Clock wiring as the flow saved it:
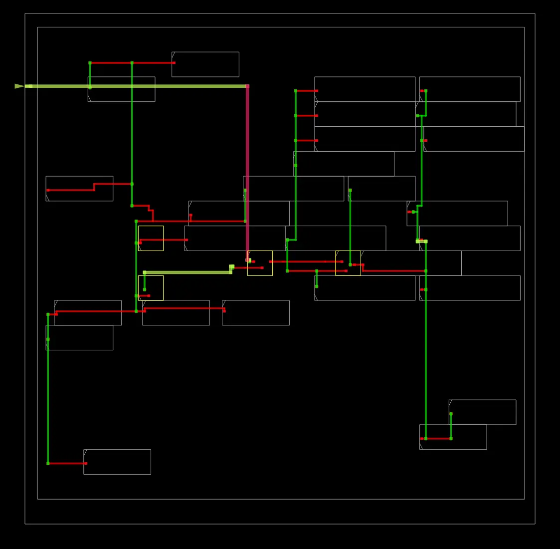
Clock distribution:
(10 px per micron)
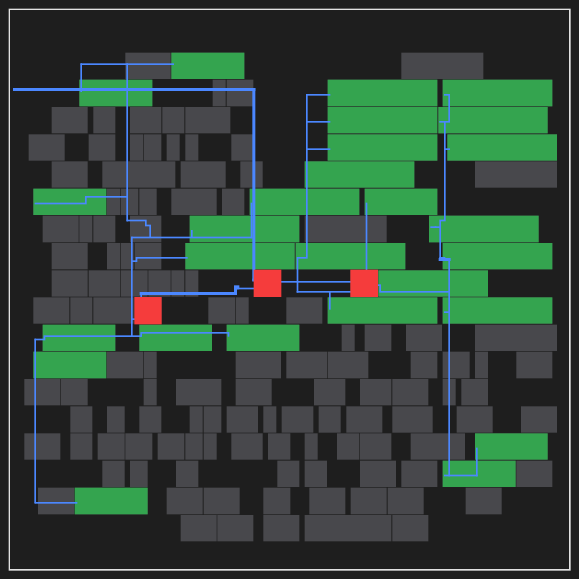
Met2 routing:
(6 px per micron) Cells faint in the background.
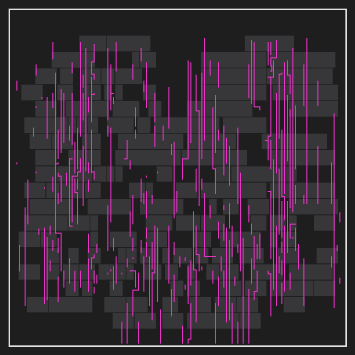
Cells colored by class:
(6 px per micron) Fill, decap, tap and diode cells in gray.
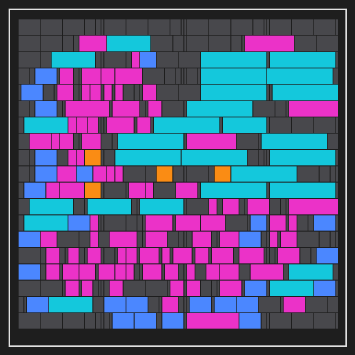
Pin map:
(4 px per micron) Pins as bars across the die edge, other pins in gray.
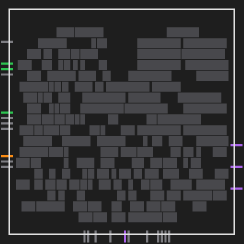
$ cat src/rtl/core_flags_pkg.sv
// Shared condition codes, flag bit positions and the branch-condition evaluator.
package core_flags_pkg;

  localparam int FLAG_W = 4;

  localparam int CORE_FLAG_Z = 0;
  localparam int CORE_FLAG_C = 1;
  localparam int CORE_FLAG_V = 2;
  localparam int CORE_FLAG_N = 3;

  localparam logic [3:0] CORE_COND_AL = 4'd0;
  localparam logic [3:0] CORE_COND_NV = 4'd1;
  localparam logic [3:0] CORE_COND_EQ = 4'd2;
  localparam logic [3:0] CORE_COND_NE = 4'd3;
  localparam logic [3:0] CORE_COND_CS = 4'd4;
  localparam logic [3:0] CORE_COND_CC = 4'd5;
  localparam logic [3:0] CORE_COND_VS = 4'd6;
  localparam logic [3:0] CORE_COND_VC = 4'd7;
  localparam logic [3:0] CORE_COND_HI = 4'd8;
  localparam logic [3:0] CORE_COND_LS = 4'd9;
  localparam logic [3:0] CORE_COND_GE = 4'd10;
  localparam logic [3:0] CORE_COND_LT = 4'd11;
  localparam logic [3:0] CORE_COND_GT = 4'd12;
  localparam logic [3:0] CORE_COND_LE = 4'd13;

  typedef struct packed {
    logic taken;
    logic illegal;
  } cond_res_t;

  function automatic cond_res_t eval_cond(input logic [3:0] cond,
                                          input logic [FLAG_W-1:0] f);
    logic n, v, c, z;
    cond_res_t r;
    n = f[CORE_FLAG_N];
    v = f[CORE_FLAG_V];
    c = f[CORE_FLAG_C];
    z = f[CORE_FLAG_Z];
    r = '0;
    case (cond)
      CORE_COND_AL: r.taken = 1'b1;
      CORE_COND_NV: r.taken = 1'b0;
      CORE_COND_EQ: r.taken = z;
      CORE_COND_NE: r.taken = !z;
      CORE_COND_CS: r.taken = c;
      CORE_COND_CC: r.taken = !c;
      CORE_COND_VS: r.taken = v;
      CORE_COND_VC: r.taken = !v;
      CORE_COND_HI: r.taken = !c && !z;
      CORE_COND_LS: r.taken = c || z;
      CORE_COND_GE: r.taken = (n == v);
      CORE_COND_LT: r.taken = (n != v);
      CORE_COND_GT: r.taken = !z && (n == v);
      CORE_COND_LE: r.taken = z || (n != v);
      default:      r.illegal = 1'b1;
    endcase
    return r;
  endfunction

endpackage

$ cat src/rtl/core_flag_stack.sv
// LIFO of saved flag words for exception nesting; rejected push/pop is reported
// combinationally on rej_o and leaves the stack untouched.
module core_flag_stack
  import core_flags_pkg::*;
#(
  parameter int DEPTH = 4,
  localparam int AW = $clog2(DEPTH)
) (
  input  logic              clk_i,
  input  logic              rst_n_i,
  input  logic              push_i,
  input  logic              pop_i,
  input  logic [FLAG_W-1:0] din_i,
  output logic [FLAG_W-1:0] dout_o,
  output logic              full_o,
  output logic              empty_o,
  output logic [AW:0]       depth_o,
  output logic              rej_o
);

  logic [FLAG_W-1:0] mem_q [DEPTH];
  logic [AW:0]       depth_q, depth_d;
  logic [AW-1:0]     top_idx;

  assign full_o  = (depth_q == (AW+1)'(DEPTH));
  assign empty_o = (depth_q == '0);
  assign depth_o = depth_q;
  assign top_idx = depth_q[AW-1:0] - AW'(1);
  assign dout_o  = mem_q[top_idx];
  assign rej_o   = (push_i && full_o) || (pop_i && empty_o);

  always_comb begin
    depth_d = depth_q;
    if (push_i && !full_o)
      depth_d = depth_q + (AW+1)'(1);
    else if (pop_i && !empty_o)
      depth_d = depth_q - (AW+1)'(1);
  end

  always_ff @(posedge clk_i) begin
    if (!rst_n_i) depth_q <= '0;
    else          depth_q <= depth_d;
  end

  // Contents need no reset; only depth_q defines what is valid.
  always_ff @(posedge clk_i) begin
    if (push_i && !full_o)
      mem_q[depth_q[AW-1:0]] <= din_i;
  end

endmodule

$ cat src/rtl/core_flags.sv
// Architectural {n,v,c,z} flag register with exception save/restore stack and a
// registered branch-condition evaluator (one result per query, next cycle).
module core_flags
  import core_flags_pkg::*;
#(
  parameter int DEPTH = 4,
  localparam int AW = $clog2(DEPTH)
) (
  input  logic              clk_i,
  input  logic              rst_n_i,
  input  logic              flag_we_i,
  input  logic              cf_i,
  input  logic              of_i,
  input  logic              zf_i,
  input  logic              nf_i,
  input  logic              cond_valid_i,
  input  logic [3:0]        cond_i,
  output logic              taken_valid_o,
  output logic              taken_o,
  output logic              cond_illegal_o,
  input  logic              exc_enter_i,
  input  logic              exc_return_i,
  output logic [FLAG_W-1:0] flags_o,
  output logic [AW:0]       stk_depth_o,
  output logic              stk_err_o
);

  logic [FLAG_W-1:0] flags_q, flags_d;
  logic [FLAG_W-1:0] flags_in, flags_eff, stk_dout;
  logic              tv_q, taken_q, taken_d, ill_q, ill_d;
  logic              err_q, err_d;
  logic              stk_full, stk_empty, stk_rej, stk_pop;
  cond_res_t         res;

  assign flags_in  = {nf_i, of_i, cf_i, zf_i};
  // Forwarded view: used both for the pushed entry and for query evaluation.
  assign flags_eff = flag_we_i ? flags_in : flags_q;
  assign stk_pop   = exc_return_i && !exc_enter_i;
  assign res       = eval_cond(cond_i, flags_eff);

  core_flag_stack #(.DEPTH(DEPTH)) u_stack (
    .clk_i   (clk_i),
    .rst_n_i (rst_n_i),
    .push_i  (exc_enter_i),
    .pop_i   (stk_pop),
    .din_i   (flags_eff),
    .dout_o  (stk_dout),
    .full_o  (stk_full),
    .empty_o (stk_empty),
    .depth_o (stk_depth_o),
    .rej_o   (stk_rej)
  );

  always_comb begin
    flags_d = flags_q;
    if (exc_enter_i)
      flags_d = '0;
    else if (exc_return_i) begin
      if (!stk_empty) flags_d = stk_dout;
    end else if (flag_we_i)
      flags_d = flags_in;
  end

  always_comb begin
    err_d   = err_q || stk_rej || (exc_enter_i && exc_return_i);
    taken_d = taken_q;
    ill_d   = ill_q;
    if (cond_valid_i) begin
      taken_d = res.taken;
      ill_d   = res.illegal;
    end
  end

  always_ff @(posedge clk_i) begin
    if (!rst_n_i) begin
      flags_q <= '0;
      tv_q    <= 1'b0;
      taken_q <= 1'b0;
      ill_q   <= 1'b0;
      err_q   <= 1'b0;
    end else begin
      flags_q <= flags_d;
      tv_q    <= cond_valid_i;
      taken_q <= taken_d;
      ill_q   <= ill_d;
      err_q   <= err_d;
    end
  end

  assign flags_o        = flags_q;
  assign taken_valid_o  = tv_q;
  assign taken_o        = taken_q;
  assign cond_illegal_o = ill_q;
  assign stk_err_o      = err_q;

endmodule

$ cat config.mk
export PLATFORM = sky130hd
export DESIGN_NAME = core_flags
export DESIGN_NICKNAME = d
export VERILOG_FILES = /design/src/rtl/core_flags_pkg.sv /design/src/rtl/core_flag_stack.sv /design/src/rtl/core_flags.sv
export SDC_FILE = /design/constraint.sdc
export NUM_CORES = 1
export LEC_CHECK = 0
export CAP_MARGIN = 40
export CORE_MARGIN = 1
export CORE_UTILIZATION = 50
export CTS_CLUSTER_SIZE = 28
export DETAILED_ROUTE_END_ITERATION = 10
export PLACE_DENSITY = 0.76
export SYNTH_ARGS = -nofsm -noshare
export SYNTH_HDL_FRONTEND = slang
export SYNTH_SLANG_ARGS = --single-unit
$ cat constraint.sdc
create_clock -name clk_i -period 2.5 [get_ports clk_i]
set_input_delay 0.5 -clock clk_i [delete_from_list [all_inputs] [get_ports clk_i]]
set_output_delay 0.5 -clock clk_i [all_outputs]
set_load 0.03 [all_outputs]
==> impl_metrics.ini <==
; synthesis and place-and-route metrics
[final_timing]
setup_tns_ns = 0
finClkSkew_ns = 0.00218
period_used_share = 0.835
finalCriticalPeriod_ns = 2.09

[clock_network]
cts-hold-fix-buffers = 0

[detailed_routing]
wl_per_cell_microns = 15.3
m1WireLength_microns = 1250
drtPass1Iterations = 4
vias = 1017
wl_met3_microns = 99

[power]
switching_share = 0.358
max-vdd-ir-drop_uv = 741

[critical_path]
rr_worst_depth = 7

[synthesis]
synth.largest_area_cell = edfxtp_1
netlist_instances = 121
top_cell_area_share = 0.331
ys_sh_xor = 0.0405

[run]
maxCapViolations = 0

[grt]
grt_overflow = 0
grt_pass1_wl_microns = 4640

[floorplanning]
fp_util = 0.527

[finish]
signal_buffers = 27
largest_reg_flops = 16
final_nets = 167
antennaDiodeCount = 0

[placement]
io_buffer_count = 24

[run_status]
outcome = complete, no violations

[hold_path]
min_path_type = flop to flop
About 'clock wiring as the flow saved it':
worst skew pair latency: 0.32 ns
flip-flops: 27
number of CTS-inserted buffers: 3
Clock group: 0.189 mW

About 'clock distribution':
Key: red = cells driving clock nets [count 3]; blue = clock wires [length 285 microns]; green = flip-flops [count 27]
There are 4 routed clock nets.

About 'met2 routing':
The layer holds 50% of the routed length. The wires run mostly vertical. The longest straight run is 32.3 microns. 144 nets have wire on it. The layer carries 1350 microns of wire.

About 'cells colored by class':
Key: cyan = flip-flops [cells 27]; orange = clock drivers and dummy loads [cells 4]; blue = other buffers and delay cells [cells 27]; magenta = all other logic [cells 89]

About 'pin map':
Key: purple = flags_o [pins 4, direction output, edge 3 east, 1 south]; orange = taken_o [pins 1, direction output, edge west]; green = stk_depth_o [pins 3, direction output, edge west]
All pins by edge: 11 south, 11 west, 3 east.

Power figures rest on the tool's default switching activity, not on a simulated workload.
